congestion.png
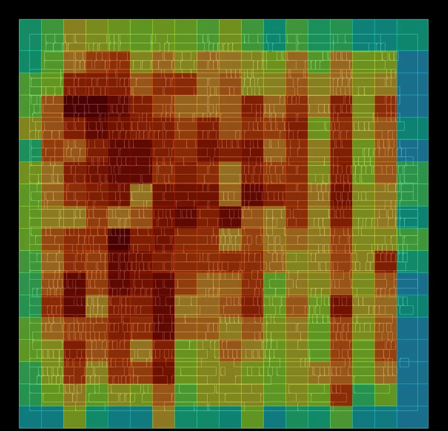
io_fan.png
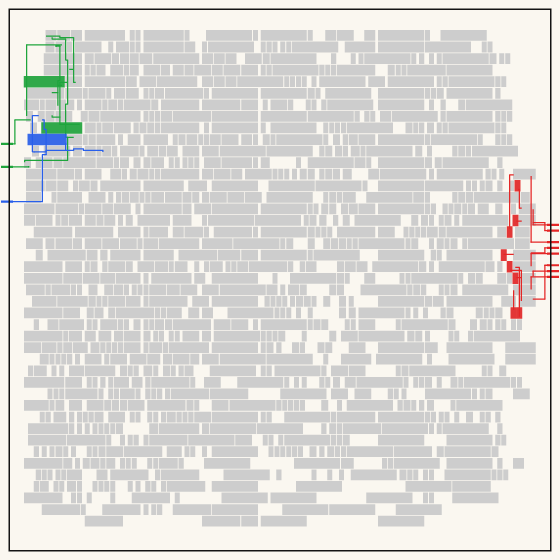
placement_by_type.png
Scale bar: 50 um.
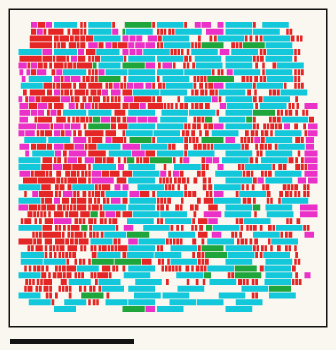
===== src/rtl/lap_timer_pkg.sv =====
// Shared constants for the lap timer: FSM state encodings, command codes
// and the helper that resolves simultaneous commands into one.
package lap_timer_pkg;

    // FSM state encodings (visible on the state output)
    localparam logic [1:0] ST_IDLE    = 2'd0;
    localparam logic [1:0] ST_RUN     = 2'd1;
    localparam logic [1:0] ST_PAUSED  = 2'd2;
    localparam logic [1:0] ST_STOPPED = 2'd3;

    // Resolved command codes; a larger code wins when several are raised
    localparam logic [1:0] CMD_NONE  = 2'd0;
    localparam logic [1:0] CMD_START = 2'd1;
    localparam logic [1:0] CMD_PAUSE = 2'd2;
    localparam logic [1:0] CMD_STOP  = 2'd3;

    // Collapse the three level inputs to the single highest-priority command
    function automatic logic [1:0] decode_cmd(input logic start,
                                              input logic pause,
                                              input logic stop);
        logic [1:0] cmd;
        cmd = CMD_NONE;
        if (stop) begin
            cmd = CMD_STOP;
        end else if (pause) begin
            cmd = CMD_PAUSE;
        end else if (start) begin
            cmd = CMD_START;
        end
        return cmd;
    endfunction

endpackage


===== src/rtl/lap_mem.sv =====
// Lap storage: synchronous one-write/one-read RAM. The read register samples
// the array before the write lands, so a same-address access returns the old
// word. Contents are never reset; the owner masks unwritten entries.
module lap_mem
    import lap_timer_pkg::*;
#(
    parameter int DEPTH  = 16,
    parameter int TICK_W = 8,
    localparam int ADDR_W = $clog2(DEPTH)
) (
    input  logic              clk,
    input  logic              wr_en,
    input  logic [ADDR_W-1:0] wr_addr,
    input  logic [TICK_W-1:0] wr_data,
    input  logic              rd_en,
    input  logic [ADDR_W-1:0] rd_addr,
    output logic [TICK_W-1:0] rd_data
);

    logic [TICK_W-1:0] mem_q [DEPTH];
    logic [TICK_W-1:0] rd_data_q;

    // Write port and registered read port (read-before-write on collision)
    always_ff @(posedge clk) begin
        if (wr_en) begin
            mem_q[wr_addr] <= wr_data;
        end
        if (rd_en) begin
            rd_data_q <= mem_q[rd_addr];
        end
    end

    assign rd_data = rd_data_q;

endmodule


===== src/rtl/lap_timer.sv =====
// Lap timer: prescaled unit counter with an IDLE/RUN/PAUSED/STOPPED FSM.
// Each RUN->PAUSED transition records the current unit count in lap memory;
// laps can be read back in any state with a one-cycle latency.
module lap_timer
    import lap_timer_pkg::*;
#(
    parameter int CLK_DIV = 50_000_000,
    parameter int TICK_W  = 8,
    parameter int DEPTH   = 16,
    localparam int ADDR_W = $clog2(DEPTH)
) (
    input  logic              clk,
    input  logic              rst,
    input  logic              start,
    input  logic              pause,
    input  logic              stop,
    output logic              tick,
    output logic [TICK_W-1:0] unit_count,
    output logic [1:0]        state,
    input  logic              rd_en,
    input  logic [ADDR_W-1:0] rd_addr,
    output logic [TICK_W-1:0] rd_data,
    output logic              rd_valid,
    output logic [ADDR_W:0]   lap_count,
    output logic              full,
    output logic              overflow
);

    localparam int PRE_W = $clog2(CLK_DIV);
    localparam int LAP_W = ADDR_W + 1;
    localparam logic [PRE_W-1:0] PRE_MAX  = PRE_W'(CLK_DIV - 1);
    localparam logic [LAP_W-1:0] LAP_FULL = LAP_W'(DEPTH);

    logic [1:0]        state_q,     state_d;
    logic [PRE_W-1:0]  pre_q,       pre_d;
    logic [TICK_W-1:0] unit_q,      unit_d;
    logic              tick_q,      tick_d;
    logic [LAP_W-1:0]  lap_count_q, lap_count_d;
    logic              overflow_q,  overflow_d;
    logic              rd_valid_q,  rd_valid_d;
    logic              rd_hit_q,    rd_hit_d;

    logic [1:0]        cmd;
    logic              full_now;
    logic              wr_en;
    logic [TICK_W-1:0] mem_rd_data;

    assign full_now = (lap_count_q == LAP_FULL);

    // Next-state, counter and lap-write decisions from the resolved command
    always_comb begin
        cmd         = decode_cmd(start, pause, stop);
        state_d     = state_q;
        pre_d       = pre_q;
        unit_d      = unit_q;
        tick_d      = 1'b0;
        lap_count_d = lap_count_q;
        overflow_d  = overflow_q;
        wr_en       = 1'b0;

        case (state_q)
            ST_IDLE: begin
                if (cmd == CMD_START) begin
                    state_d = ST_RUN;
                end
            end
            ST_RUN: begin
                if (cmd == CMD_STOP) begin
                    state_d = ST_STOPPED;
                end else if (cmd == CMD_PAUSE) begin
                    // Lap capture happens only on this transition, so a held
                    // pause cannot record twice.
                    state_d = ST_PAUSED;
                    if (full_now) begin
                        overflow_d = 1'b1;
                    end else begin
                        wr_en       = 1'b1;
                        lap_count_d = lap_count_q + LAP_W'(1);
                    end
                end else begin
                    // Counting only while staying in RUN; leaving edges hold
                    if (pre_q == PRE_MAX) begin
                        pre_d  = '0;
                        unit_d = unit_q + TICK_W'(1);
                        tick_d = 1'b1;
                    end else begin
                        pre_d = pre_q + PRE_W'(1);
                    end
                end
            end
            ST_PAUSED: begin
                if (cmd == CMD_STOP) begin
                    state_d = ST_STOPPED;
                end else if (cmd == CMD_START) begin
                    state_d = ST_RUN;
                end
            end
            default: begin
                // STOPPED: a restart begins a fresh session, memory kept
                if (cmd == CMD_START) begin
                    state_d     = ST_RUN;
                    pre_d       = '0;
                    unit_d      = '0;
                    lap_count_d = '0;
                    overflow_d  = 1'b0;
                end
            end
        endcase
    end

    // Read request pipeline: valid and in-range flag line up with RAM output
    always_comb begin
        rd_valid_d = rd_en;
        rd_hit_d   = rd_en && ({1'b0, rd_addr} < lap_count_q);
    end

    // Control and status registers with asynchronous active-low reset
    always_ff @(posedge clk or negedge rst) begin
        if (!rst) begin
            state_q     <= ST_IDLE;
            pre_q       <= '0;
            unit_q      <= '0;
            tick_q      <= 1'b0;
            lap_count_q <= '0;
            overflow_q  <= 1'b0;
            rd_valid_q  <= 1'b0;
            rd_hit_q    <= 1'b0;
        end else begin
            state_q     <= state_d;
            pre_q       <= pre_d;
            unit_q      <= unit_d;
            tick_q      <= tick_d;
            lap_count_q <= lap_count_d;
            overflow_q  <= overflow_d;
            rd_valid_q  <= rd_valid_d;
            rd_hit_q    <= rd_hit_d;
        end
    end

    lap_mem #(
        .DEPTH  (DEPTH),
        .TICK_W (TICK_W)
    ) u_lap_mem (
        .clk     (clk),
        .wr_en   (wr_en),
        .wr_addr (lap_count_q[ADDR_W-1:0]),
        .wr_data (unit_q),
        .rd_en   (rd_en),
        .rd_addr (rd_addr),
        .rd_data (mem_rd_data)
    );

    assign tick       = tick_q;
    assign unit_count = unit_q;
    assign state      = state_q;
    assign lap_count  = lap_count_q;
    assign full       = full_now;
    assign overflow   = overflow_q;
    assign rd_valid   = rd_valid_q;
    // Unwritten or out-of-session entries read as zero; RAM needs no reset
    assign rd_data    = rd_hit_q ? mem_rd_data : '0;

endmodule


===== config.mk =====
export PLATFORM = sky130hd
export DESIGN_NAME = lap_timer
export DESIGN_NICKNAME = d
export VERILOG_FILES = /design/src/rtl/lap_timer_pkg.sv /design/src/rtl/lap_mem.sv /design/src/rtl/lap_timer.sv
export SDC_FILE = /design/constraint.sdc
export NUM_CORES = 1
export LEC_CHECK = 0
export ABC_AREA = 1
export CORE_MARGIN = 3
export CORE_UTILIZATION = 61
export CTS_CLUSTER_DIAMETER = 50
export CTS_CLUSTER_SIZE = 20
export DETAILED_ROUTE_END_ITERATION = 16
export PLACE_DENSITY = 0.8
export SETUP_SLACK_MARGIN = 0.5
export SLEW_MARGIN = 20
export SYNTH_ARGS = -nofsm -noshare
export SYNTH_HDL_FRONTEND = slang
export SYNTH_HIERARCHICAL = 1
export SYNTH_SLANG_ARGS = --single-unit

===== constraint.sdc =====
create_clock -name clk -period 2.15 [get_ports clk]
set_input_delay 0.43 -clock clk [delete_from_list [all_inputs] [get_ports clk]]
set_output_delay 0.43 -clock clk [all_outputs]
set_load 0.05 [all_outputs]

==> results.yml <==
# physical design summary
global_route:
  grt_pass1_wl_um: 35600
  antenna_found_initial: 0
  grt_max_degree: 33
  first_global_vias: 7041
  grt-ovfl-total: 0
detailed_routing:
  via_per_inst: 5.94
  drc: 0
  drt-total-wl_um: 26400
  ant_nets: 0
  drtIter0Drc: 1113
  drt_pre_antenna_iters: 5
  num_vias: 7709
finish:
  diodes: 0
  nNetsFinal: 1126
  synthToLayoutAreaGrowth_pct: 28.9
  final_cells: 1298
  drive_gt1_share_pct: 26.8
clock_tree:
  cts_sinks: 181
  clockRootBuffer: "clkbuf_16"
  cts_tree: "yes"
  cts_max_level: 4
  clock_latency_ns: 0.44
  cts_buffer_depth: 2
  clk_pin_slew_ns: 0.07
  numCtsBuffers: 17
synthesis:
  ys_types: 41
  yosys_warnings: 6
  yosys_area_sq_mm: 0.00893
  netlist_area_sq_mm: 0.00893
  syn-instance-count: 983
  synth-edff-count: 136
  synth_flops: 181
  yosysCellCount: 983
  synth_nets: 1004
  synthArstFlopShare_pct: 24.9
  area_leaders: "edfxtp_1, dfrtp_1, nand2_1"
  top_area_cell: "edfxtp_1"
  ys_seq_share_pct: 58.3
  ff_type: "edfxtp_1"
  top_cell: "nand2_1"
  netlist_top_cells_count: "nand2_1, inv_1, edfxtp_1"
  avgSynthCellArea_sq_um: 9.09
  yosysTopAreaCellShare_pct: 45.7
placed_design:
  dpl.cell_count: 1220
  dp_hpwl_um: 14400
  place_ws_ns: -0.0548
  io_buffers: 36
  gp_congestion: 0.934
worst_setup_path:
  slowest_delay_ns: 0.42
  critPathTopFamily: "simple AND/OR/NAND/NOR gates"
  reg2reg_depth: 10
  critPathRequiredTime_ns: 2.35
  cp.arrival_ns: 2.21
  r2r-start: "lap_count[1]"
  r2r_end: "u_lap_mem/mem_q[10][7]"
  slowest_stage: "dfrtp_2"
  crit_type: "reg2reg"
  critPathCaptureType: "flop"
  path_buffers: 4
  r2r_slack_ns: 0.14
  cp_common_cell: "buf_6"
  cp_cell_sequence: "inv_2, ha_4, nand2_4, nor3_4, buf_6, nor2_4, buf_6, nand3b_1, nor2_2, buf_6"
  start_kind: "flop"
  crit_fanout: 8
timing:
  setup-violations-final: 0
  setup_ws_ns: 0.138
  rsz0062_at_grt: "yes"
  fmax_mhz: 497
  hold_viol: 0
  slew_viol_final: 0
  maxSlewHeadroom_pct: 61.3
  worst_slew_pin_slew_ns: 0.579
  skew_ns: 0.0133
  finalCritPeriodShare_pct: 93.6
  post-route-min-period_ns: 2.01
outcome:
  status: "finished clean"
run:
  warnings: 33
  maxCapViolations: 0
power_and_ir_drop:
  cellLeakagePower_nw: 5.05
  finalPower_mw: 11.4
  powerDensity_mw_per_mm2: 993
  peakVddDrop_uv: 1270
die:
  row_count: 43
  io_pins: 37
  fp.dieH_um: 127
  fp_util_pct: 63.4
  die_width_um: 127
  dieArea_sq_mm: 0.0161
  core_sq_mm: 0.0141
worst_hold_path:
  hold_path.class: "in2async"
Notes on congestion.png above:
GRT Resource Usage Total: 28.9%
Most Crowded Layer GR: met2
DR WL/cell: 20.3 um
met2 GRT Util: 49.4%

Notes on io_fan.png above:
Red shows rd_data, direction output, edge east, end cells 8, buffers 8, wire 116 um. Blue shows overflow, direction output, edge west, end cells 1, buffers 1, wire 57.7 um. Green shows state, direction output, edge west, end cells 2, buffers 5, wire 140 um.

Notes on placement_by_type.png above:
Cyan shows sequential cells, cells 181, share of their area 46%. Magenta shows remaining buffers and delay cells, cells 135, share of their area 12%. Green shows clock drivers and dummy loads, cells 32, share of their area 5.6%. Red shows combinational and other logic, cells 770, share of their area 36%.

==> flip-flops by register name, summed over array words and instances, names as in the netlist, 2 cells and up <==
register           count
lap_count              5
pre_q                 26
state                  2
u_lap_mem/mem_q      128
u_lap_mem/rd_data      8
unit_count             8
==> repair_timing <==
action / in CTS / in global routing
setup buffers: 22 / 20
endpoints found under the hold margin: 15 / 0
endpoints found under the setup margin: 197 / 183
hold buffers: 1 / 0
pin swaps: 10 / 36
resized: 88 / 123
gates cloned: 1 / 2
==> power by group <==
part           total, mW  switching [mW]  internal [mW]
Sequential          4.25           0.215           4.04
Clock               3.35            1.39           1.96
Combinational       3.84            2.37           1.46
==> cells by family after synthesis <==
logic type	after synthesis	synth area share [%]
AND-OR/OR-AND	29	2.06
XOR/XNOR	8	0.784
adder cells (fa/ha/maj)	11	1.54
buffers and inverters	194	9.51
flip-flops	181	58.3
AND/OR/NAND/NOR	560	27.8
==> placed cells by master, fill, tap and decap left out, types with 15 or more instances in the layout <==
master	instances
nor2_1	55
buf_4	57
nor2_4	25
clkbuf_16	18
dfrtp_1	29
buf_6	47
nor2_2	16
nand2_2	15
dfrtp_2	16
nand3_1	116
nand2_1	271
inv_1	145
edfxtp_1	136
==> layer usage <==
layer | up-vias | GRT usage [%] | share of wire (%)
met5 | - | 0 | 0
met4 | 0 | 15.5 | 6.4
met3 | 157 | 5.27 | 10
met2 | 558 | 49.4 | 49
met1 | 3587 | 35.0 | 35
li1 | 3407 | - | -
==> worst max-delay path by stage <==
stage	endpoint	cells past startpoint	slack [ns]	from
5_1_grt	u_lap_mem/mem_q[10][2]	10	0.11	lap_count[1]
3_5_place_dp	u_lap_mem/mem_q[6][7]	7	-0.05	pause
2_1_floorplan	u_lap_mem/mem_q[3][0]	7	0.08	lap_count[0]
4_1_cts	full	5	0.1	lap_count[0]
6_report	u_lap_mem/mem_q[10][7]	10	0.14	lap_count[1]
3_3_place_gp	u_lap_mem/mem_q[6][6]	7	-0.008	pause
==> layout make-up <==
type                            count  area, sq um
Clock buffer                       18          429
Clock inverter                     14          200
Timing Repair Buffer              135         1380
Sequential cell                   181         5230
Fill cell                         747         2580
Tap cell                          180          225
Multi-Input combinational cell    609         3430
Inverter                          161          627
==> worst reg2reg max path, delay by kind of cell (launching register included) <==
| family | cells | cell delay (ns) |
|---|---|---|
| adders and majority gates | 1 | 0.14 |
| buffers and inverters | 4 | 0.53 |
| DFF | 1 | 0.42 |
| and+or+nand+nor | 5 | 0.68 |
==> per-stage QoR <==
stage	utilization (%)	instance area, sq um	setup TNS, ns	hold slack (ns)
floorplan	-	9120	0	0.134
global placement	70.0	9870	-0.0783	0.379
detailed placement	70.0	9870	-2.10	0.379
CTS	77.4	10900	0	0.446
global route	81.7	11500	0	0.477
finish	81.7	11500	0	0.460
No activity file was given, so power comes from the tool's default toggle rates.
